Signal wires on met1:
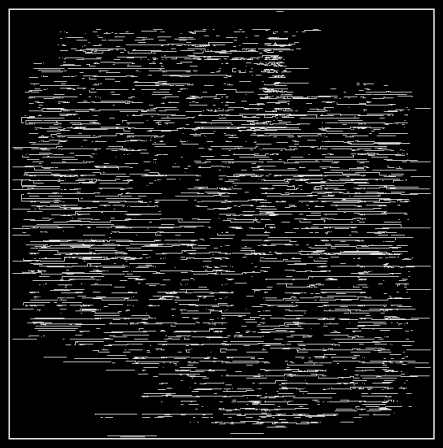
Met2 routing:
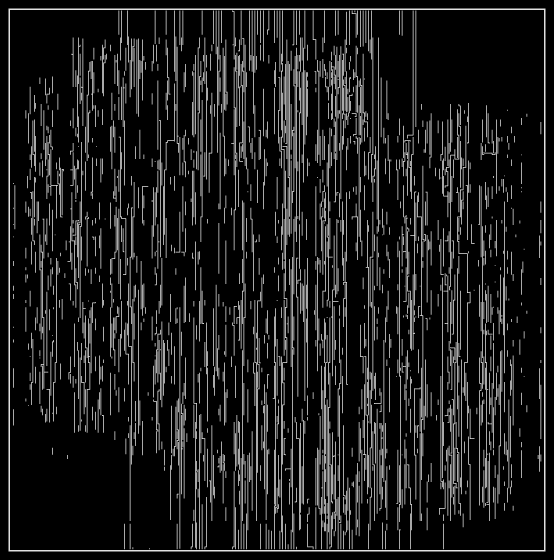
M3 wires:
Scale bar: 50 um. Cells faint in the background.
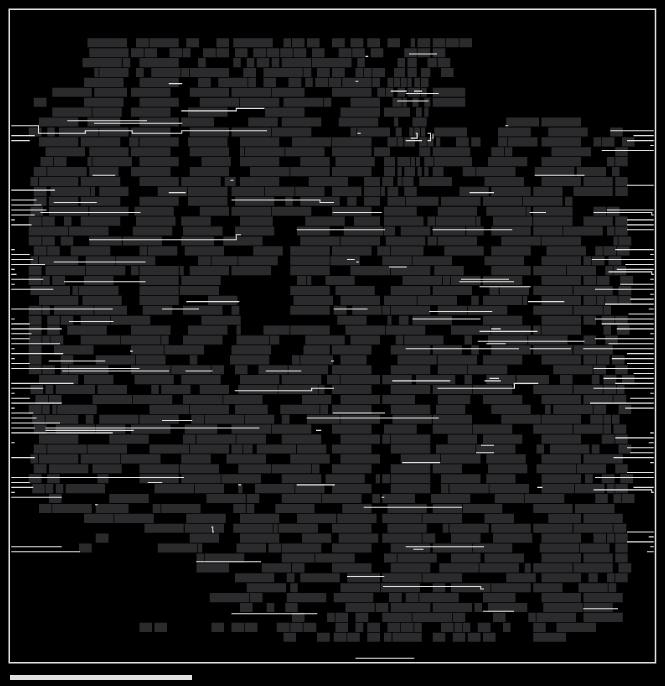
M4 wires:
Scale bar: 50 um.
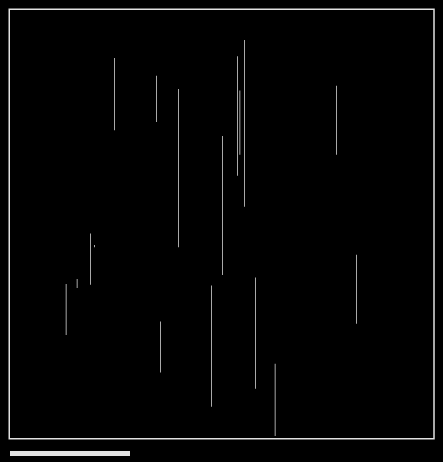
`config.mk`:
```
export PLATFORM = sky130hd
export DESIGN_NAME = pipeline_if_id_queue
export DESIGN_NICKNAME = d
export VERILOG_FILES = /design/src/rtl/pipeline_pkg.sv /design/src/rtl/sync_fifo_core.sv /design/src/rtl/pipeline_if_id_queue.sv
export SDC_FILE = /design/constraint.sdc
export NUM_CORES = 1
export LEC_CHECK = 0
export CORE_AREA = 5 5 172 174
export DETAILED_ROUTE_END_ITERATION = 7
export DIE_AREA = 0 0 177 179
export PLACE_DENSITY = 0.79
export SETUP_SLACK_MARGIN = 0.2
export SLEW_MARGIN = 15
export SYNTH_ARGS = -nofsm -noshare
export SYNTH_HDL_FRONTEND = slang
export SYNTH_HIERARCHICAL = 1
export SYNTH_SLANG_ARGS = --single-unit
```
`constraint.sdc`:
```
create_clock -name clk -period 5.3 [get_ports clk]
set_input_delay 1.06 -clock clk [delete_from_list [all_inputs] [get_ports clk]]
set_output_delay 1.06 -clock clk [all_outputs]
set_load 0.01 [all_outputs]
```
`src/rtl/pipeline_pkg.sv`:
```
// Shared types and helpers for the IF/ID fetch queue.
// Latency: n/a (declarations only).
// Backpressure: n/a.
package pipeline_pkg;

  localparam int XLEN = 32;

  // addi x0,x0,0: what decode sees when the queue has nothing to offer
  localparam logic [31:0] NOP_INSTR = 32'h0000_0013;

  // Default-width view of one queue entry (the top re-declares it at WIDTH)
  typedef struct packed {
    logic [XLEN-1:0] instr;
    logic [XLEN-1:0] pc;
    logic [XLEN-1:0] pcp4;
  } if_id_payload_t;

  // Pointer width; kept at least 1 so a degenerate depth still elaborates
  function automatic int ptr_w(input int depth);
    return (depth > 1) ? $clog2(depth) : 1;
  endfunction

  // Occupancy counter width: must be able to hold the value DEPTH itself
  function automatic int cnt_w(input int depth);
    return $clog2(depth + 1);
  endfunction

endpackage

```
`src/rtl/sync_fifo_core.sv`:
```
// Generic pointer/count/storage FIFO core with synchronous clear.
// Latency: write at edge N is readable on o_rdata after edge N (no fall-through).
// Backpressure: push ignored when full, pop ignored when empty, clear beats both.
module sync_fifo_core
  import pipeline_pkg::*;
#(
  parameter int DATA_W = 96,
  parameter int DEPTH  = 4
) (
  input  logic                     clk,
  input  logic                     rst,
  input  logic                     i_push,
  input  logic                     i_pop,
  input  logic                     i_clear,
  input  logic [DATA_W-1:0]        i_wdata,
  output logic [DATA_W-1:0]        o_rdata,
  output logic                     o_full,
  output logic                     o_empty,
  output logic [cnt_w(DEPTH)-1:0]  o_count
);

  localparam int PTR_W = ptr_w(DEPTH);
  localparam int CNT_W = cnt_w(DEPTH);

  logic [DATA_W-1:0] r_mem [DEPTH];
  logic [PTR_W-1:0]  r_wptr;
  logic [PTR_W-1:0]  r_rptr;
  logic [CNT_W-1:0]  r_count;
  logic              w_push;
  logic              w_pop;

  assign o_full  = (r_count == CNT_W'(DEPTH));
  assign o_empty = (r_count == '0);
  assign o_count = r_count;
  assign o_rdata = r_mem[r_rptr];

  // Guard again here so the core is safe even if a caller forgets to qualify
  assign w_push = i_push & ~o_full  & ~i_clear;
  assign w_pop  = i_pop  & ~o_empty & ~i_clear;

  // Storage: no reset, stale data is masked by the consumer when empty
  always_ff @(posedge clk) begin
    if (w_push) r_mem[r_wptr] <= i_wdata;
  end

  // Pointers wrap naturally since DEPTH is a power of two
  always_ff @(posedge clk or posedge rst) begin
    if (rst) begin
      r_wptr <= '0;
      r_rptr <= '0;
    end else if (i_clear) begin
      r_wptr <= '0;
      r_rptr <= '0;
    end else begin
      if (w_push) r_wptr <= r_wptr + PTR_W'(1);
      if (w_pop)  r_rptr <= r_rptr + PTR_W'(1);
    end
  end

  // Occupancy: simultaneous push and pop leaves the count unchanged
  always_ff @(posedge clk or posedge rst) begin
    if (rst) begin
      r_count <= '0;
    end else if (i_clear) begin
      r_count <= '0;
    end else begin
      case ({w_push, w_pop})
        2'b10:   r_count <= r_count + CNT_W'(1);
        2'b01:   r_count <= r_count - CNT_W'(1);
        default: r_count <= r_count;
      endcase
    end
  end

endmodule

```
`src/rtl/pipeline_if_id_queue.sv`:
```
// DEPTH-entry IF/ID fetch queue with branch-redirect flush and NOP substitution.
// Latency: one cycle from push to visibility at the head; no same-cycle fall-through.
// Backpressure: ready_F = not full (independent of ready_D); ready_D ignored when empty.
module pipeline_if_id_queue #(
  parameter int               WIDTH     = 32,
  parameter int               DEPTH     = 4,
  parameter logic [WIDTH-1:0] NOP_INSTR = WIDTH'(pipeline_pkg::NOP_INSTR)
) (
  input  logic                         clk,
  input  logic                         rst,
  input  logic                         flush,
  input  logic                         valid_F,
  output logic                         ready_F,
  input  logic [WIDTH-1:0]             instr_F,
  input  logic [WIDTH-1:0]             PC_F,
  input  logic [WIDTH-1:0]             PCP4_F,
  output logic                         valid_D,
  input  logic                         ready_D,
  output logic [WIDTH-1:0]             instr_D,
  output logic [WIDTH-1:0]             PC_D,
  output logic [WIDTH-1:0]             PCP4_D,
  output logic [$clog2(DEPTH+1)-1:0]   count
);

  // Same layout as pipeline_pkg::if_id_payload_t, sized by WIDTH
  typedef struct packed {
    logic [WIDTH-1:0] instr;
    logic [WIDTH-1:0] pc;
    logic [WIDTH-1:0] pcp4;
  } payload_t;

  payload_t w_wr;
  payload_t w_rd;
  logic     w_full;
  logic     w_empty;
  logic     w_push;
  logic     w_pop;

  assign w_wr    = '{instr: instr_F, pc: PC_F, pcp4: PCP4_F};
  assign ready_F = ~w_full;
  assign valid_D = ~w_empty;

  // Flush squashes both handshakes in the cycle it is asserted
  assign w_push = valid_F & ready_F & ~flush;
  assign w_pop  = valid_D & ready_D & ~flush;

  sync_fifo_core #(
    .DATA_W ($bits(payload_t)),
    .DEPTH  (DEPTH)
  ) u_core (
    .clk     (clk),
    .rst     (rst),
    .i_push  (w_push),
    .i_pop   (w_pop),
    .i_clear (flush),
    .i_wdata (w_wr),
    .o_rdata (w_rd),
    .o_full  (w_full),
    .o_empty (w_empty),
    .o_count (count)
  );

  // Hide stale storage behind a NOP bubble whenever the head is not valid
  always_comb begin
    instr_D = NOP_INSTR;
    PC_D    = '0;
    PCP4_D  = '0;
    if (valid_D) begin
      instr_D = w_rd.instr;
      PC_D    = w_rd.pc;
      PCP4_D  = w_rd.pcp4;
    end
  end

endmodule

```
==> CHANGELOG.md <==
### Physical design

* Run status: finished, final reports clean
* H-tree Lvls at 2
* Comb pwr at 0.253 mW
* Slew Limit Headroom at 38.49%
* # diodes at 3
* Buffering overhead at 11.73%
* Vias in the first global route at 7,650
* Non-clk invs at 6
* Flop pwr share at 53.8%
* Synth Area in Adders at 0.4651%
* HPWL Detailed at 18,440 um
* Final hold violation count at 0
* Crit. End Element: output pin
* Setup TNS Final at 0 ns
* Routed wl met2 at 15,490 um
* Clock sinks at 391
* Comb. cell area at 0.003132 mm2
* Sw Pwr at 1.203 mW
* Setup Skew at 0.02489 ns
* Buffers on Ports at 201
* Dominant logic cell type in the layout: edfxtp_1
* FF-to-FF setup slack at 2.15 ns
* Hold path depth at 2
* GR Layer Usage met2 at 31.78%
* Commonest cells in the netlist: 384 x edfxtp_1, 96 x mux4_2, 93 x nor2b_1, 19 x buf_2
* Flip-flops at 391
* Clock net power at 2.71 mW
* Core Rows at 61
* Syn Inst Count at 677
* FF-to-FF End: u_core/o_count[2]
* Worst path slowest cell: dfrtp_4
* Tally of OpenROAD warnings at 29
* Critical path startpoint category: flip-flop
* Post-CTS setup buffer count at 0
* Gpl congestion at 0.7708
* Tot Pwr at 6.415 mW
* DRT met1 WL at 11,830 um
* Yosys stat area at 0.01507 mm2
* ANT nets after route at 0
* Combinational Gates at 244
* Data arrival, critical path at 3.11 ns
* Fin util at 68.16%
* Clock buf/inv share at 6.770%
* Avg WL per Cell at 22.89 um
* Ratio of total power to cell area at 340.6 mW/mm2
* Int Power at 5.212 mW
* Finished layout cell area at 0.01883 mm2
* Remaining global-route overflow at 0
## Picture notes: 'signal wires on met1'
longest straight run: 53.4 um
main direction: horizontal

## Picture notes: 'met2 routing'
main direction: vertical
longest straight run: 79.9 um
share of all routed wire: 52%
wire length on this layer: 15,500 um
drt total wl: 30,040 um
via count: 7,247

## Picture notes: 'M3 wires'
share of all routed wire: 7.0%
nets with wire on the layer: 162

## Picture notes: 'M4 wires'
main direction: vertical
share of all routed wire: 1.9%
nets with wire on the layer: 13
longest straight run: 69.4 um
wire length on this layer: 569 um

Power and IR drop assume default switching activity.
